==> config.mk <==
export PLATFORM = sky130hd
export DESIGN_NAME = dmem_dump_reader
export DESIGN_NICKNAME = d
export VERILOG_FILES = /design/src/rtl/riscv_lite_pkg.sv /design/src/rtl/dump_checksum.sv /design/src/rtl/dmem_dump_reader.sv
export SDC_FILE = /design/constraint.sdc
export NUM_CORES = 1
export LEC_CHECK = 0
export CAP_MARGIN = 40
export CORE_ASPECT_RATIO = 1.25
export CORE_MARGIN = 8
export CORE_UTILIZATION = 30
export CTS_CLUSTER_DIAMETER = 150
export CTS_CLUSTER_SIZE = 16
export DETAILED_ROUTE_END_ITERATION = 7
export PLACE_DENSITY = 0.78
export SLEW_MARGIN = 10
export SYNTH_ARGS = -nofsm -noshare
export SYNTH_HDL_FRONTEND = slang
export SYNTH_SLANG_ARGS = --single-unit
export TNS_END_PERCENT = 30
==> constraint.sdc <==
create_clock -name Clk -period 2.6 [get_ports Clk]
set_input_delay 0.26 -clock Clk [delete_from_list [all_inputs] [get_ports Clk]]
set_output_delay 0.26 -clock Clk [all_outputs]
set_load 0.1 [all_outputs]
### Met3 routing

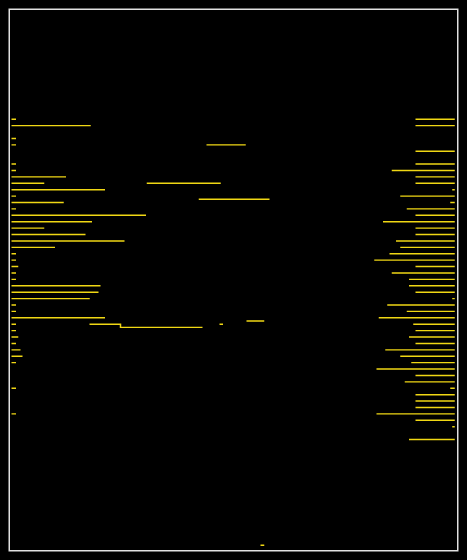
wire length on this layer: 750 um
longest straight run: 28.3 um
wire length reported by the detailed router: 5770 um
via count of the routed design: 1851
met3 Usage GRT: 0.0453

### Gate families picked out

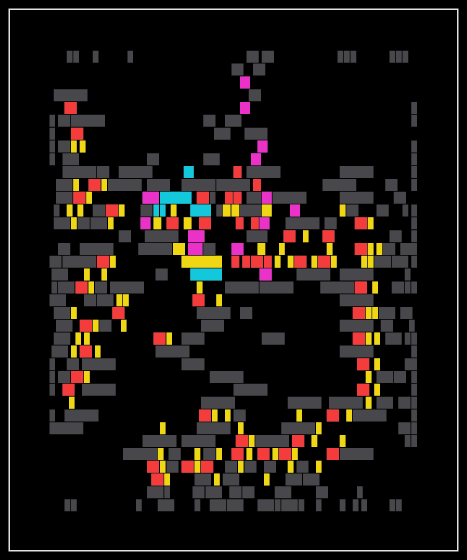
[yellow] nand cells | cells: 83
[cyan] nor cells | cells: 6
[red] aoi and oai cells | cells: 50
[magenta] and/or cells | cells: 13
number of standard cells in the final layout excluding fillers: 447
most frequently placed logic cell in the final layout: sky130_fd_sc_hd__nand2_1
logic gate fraction of the total cell area: 0.374

==> notes.md <==
Implementation numbers.

- The flow ran to the end, and the final reports show no timing, DRC or antenna violations.
- Post-synthesis, Yosys gives the total cell area as 2340 um^2.
- The register share after synthesis reads 0.386.
- The layout summary lists the proportion of cells stronger than drive strength 1 as 0.179.
- The minimum period implied by the final worst setup slack reads 2020 ps.
- The flip-flop count of the largest register, all copies and words added reads 32.
- The via count of the first global-routing pass is 1820.
- The net count reported at finish reads 389.
- The core occupancy in the finished layout is 0.385.
- After synthesis, the cell types taking the most area are sky130_fd_sc_hd__dfxtp_1 39%, sky130_fd_sc_hd__buf_4 20%, sky130_fd_sc_hd__nand2_1 12%.
- The category of the most critical setup path reads register to output pin.
- Across all register-to-register paths, the minimum setup slack is 700 ps.
- Endpoints failing hold in the final report were tallied at 0.
- For this design the static power due to leakage is 1.28 nW.
- The number of levels in the clock H-tree reads 2.
- The first global-routing pass estimated 8790 um of wire.
- The sequential cell area reads 901 um^2.
- The worst hold path cell count is 2.
- The max-slew violation count reads 0.
- At the later pin of the worst-skew pair, clock insertion delay measures 300 ps.
- The maximum achievable frequency reads 496 MHz.
- TritonCTS reports the number of clock sinks as 45.
- The share of the core area taken by cells at floorplan is 0.305.
- The power share of the clock group reads 0.223.
- The area share of the largest cell type after synthesis reads 0.386.
- The post-cts hold buffer count reads 0.
- Sorting the Yosys area breakdown by cell type puts at the top sky130_fd_sc_hd__dfxtp_1.
- STA puts the critical path data arrival time at 1760 ps.
- In this run the post-CTS setup repair buffer count came out at 0.
- The number of antenna violations at the first check in global routing reads 0.
- The remaining design rule violation count is 0.
- Post-CTS repair changed the size of 0 cells.
- The report lists the number of standard-cell rows as 36.
- At the worst endpoint, the required time is 2340 ps.
- The number of buffers and inverters on the critical path reads 1.
- The switching share of power is 0.480.
- Per the OpenROAD timing report, the critical path contains 3 cells.
- The final critical-path setup slack is 582 ps.
- The type of destination of the critical path is an output pin.
- The gate count of the mapped netlist is 276.
- The total routing usage reported by global routing is 0.102.
- The pin count of the biggest net entering global routing is 38.
- The part of the power in registers is 0.364.
- Per the TritonCTS log, the buffer count is 5.
- The post-placement worst setup slack reads 691 ps.
- The average via count per standard cell reads 4.14.
- The share of total power in combinational logic reads 0.414.
- In the final report, the number of endpoints failing setup comes to 0.
- The x dimension of the die reads 94.9 um.
- The synthesized flop and latch total reads 45.
- The number of warning messages in the yosys log is 0.
- The global-route congestion overflow total reads 0.
- The cell sequence reported for the critical path is nor3b_4 > and2_1 > buf_4.
- For this sky-water flow run, the detailed-routed wirelength per cell is reported as 12.9 um.
- The floorplan step defined a core boundary enclosing 7660 um^2.
- VDD sags by at most 0.279 mV.
- The cell area power density is 702 nW/um^2.
- The category of the worst setup path launch point is a register.
- In this run the power spent charging and discharging nets is 0.992 mW.
- The flow measured a signed area growth from synthesis to layout of 26.1%.
- Setup repair after global routing left no endpoint under its margin.
- The largest fanout on the critical path reads 11.
- Across all checked pins, the minimum headroom to the slew limit is 0.511.
- The cell class contributing the biggest share of worst-path delay reads flip-flops.
- The final critical-path share of the clock period is 0.776.
- The netlist area before placement reads 2340 um^2.
- The worst reg-to-reg path cell count is 4.
- The tally of max-capacitance violations reads 0.
- According to the hold report, the worst path is of the register to register type.
- The register clock-pin slew on the reported worst setup and hold paths is 90 ps.
- The longest incremental delay of any stage on the critical path is reported as 600 ps.
- The overall power of the completed layout is 2.07 mW.
- The fill cell instance count of the final layout reads 804.
- The count of buffers from port buffering is 81.
- The number of diodes is 0.
- In the Yosys report the total cell count is 276.
- The slowest stage of the critical path is the sky130_fd_sc_hd__dfxtp_1 cell.
- The internal portion of total power reads 1.07 mW.
- The number of violations reported at the end of detailed-routing iteration 0 reads 84.
- According to the report, the first pass of detailed routing completed in 4 iterations.
- The total tool warning count is 26.
- TritonCTS built the clock tree.
- Measured along the y axis, the die boundary spans 115 um.
- The slew at the pin closest to its max-slew limit is 731 ps.
- For the final routed database, the setup TNS stands at 0 ps.
- In the Yosys stats the netlist draws on 31 distinct library cells.
- The number of buffers on the longest clock path is 2.
- The number of top-level pins reads 141.
- The post-route antenna net violation count is 0.
- The root buffer selected by CTS reads sky130_fd_sc_hd__clkbuf_8.
- The overall die area is 10900 um^2.
- The logic area reads 1100 um^2.
- Once detailed placement completed, the half-perimeter wirelength came to 4540 um.
- The final estimated routing congestion in global placement reads 0.729.
- A synthesized cell averages 8.46 um^2.
- The worst hold-check slack is 457 ps.
- In the final run the clock tree shows a worst skew of 11.2 ps.
routing by layer:
layer,routed length [um],track usage,part of all wire
met2,2760,0.167,0.48
met1,2140,0.107,0.37
met4,127,0.0522,0.022
met3,749,0.0453,0.13
met5,0,0,0
placed cells by master (no fill, tap or decap), types with 4 or more instances in the layout:
| cell type | count |
|---|---|
| sky130_fd_sc_hd__a21boi_0 | 8 |
| sky130_fd_sc_hd__a21boi_1 | 30 |
| sky130_fd_sc_hd__a21oi_1 | 5 |
| sky130_fd_sc_hd__and2_1 | 5 |
| sky130_fd_sc_hd__buf_4 | 49 |
| sky130_fd_sc_hd__clkbuf_8 | 6 |
| sky130_fd_sc_hd__clkdlybuf4s50_1 | 35 |
| sky130_fd_sc_hd__conb_1 | 59 |
| sky130_fd_sc_hd__dfxtp_1 | 45 |
| sky130_fd_sc_hd__nand2_1 | 75 |
| sky130_fd_sc_hd__nand3_1 | 5 |
| sky130_fd_sc_hd__o21ai_0 | 4 |
synthesized netlist by cell type (all sizes together):
library cell and n:
a22oi 1, nand2 75, o31ai 2, inv 2, and3 2, ha 2, nand4b 1, clkbuf 5
nor2b 1, nand3 5, a21oi 5, conb 1, a21boi 38, buf 69, and3b 1, nand3b 1
or4 1, dfxtp 45, and2 5, or3b 1, or3 2, nor2 2, nand2b 1, nor3b 3
and4b 1, o21ai 4
worst reg2reg max path: cells and delay by family, from the launching register on:
kind                   cells  cell delay [ps]
and+or+nand+nor            2              710
AOI/OAI and AO/OA          1              150
DFF                        1              600
buffers and inverters      1              370
power by group through the flow:
stage / logic (mW) / clock network [mW] / registers [mW]
5_1_grt: 0.887 / 0.517 / 0.756
6_report: 0.855 / 0.460 / 0.751
3_3_place_gp: 0.849 / 0 / 0.765
3_5_place_dp: 0.855 / 0 / 0.767
2_1_floorplan: 0.598 / 0 / 0.971
4_1_cts: 0.855 / 0.486 / 0.752
per-stage QoR:
| stage | instances | cell area [um^2] |
|---|---|---|
| CTS | 447 | 2950 |
| floorplan | 334 | 2570 |
| global route | 447 | 2950 |
| finish | 447 | 2950 |
| detailed placement | 439 | 2850 |
| global placement | 439 | 2850 |
kinds of logic after synthesis:
kind of cell,after synthesis,share of synthesized area
compound gates,50,0.151
fa+ha+maj,2,0.0107
buf+inv,76,0.243
flops,45,0.386
other cells,1,0.00161
simple gates,102,0.208
area by class of cell:
class | instances | share of cell area
clock inverter | 2 | 0.00552
inverter | 2 | 0.00255
timing repair buffer | 84 | 0.244
sequential | 45 | 0.306
clock buffer | 6 | 0.0280
multi-input combinational | 213 | 0.374
tap | 95 | 0.0404
No activity file was given, so power comes from the tool's default toggle rates.
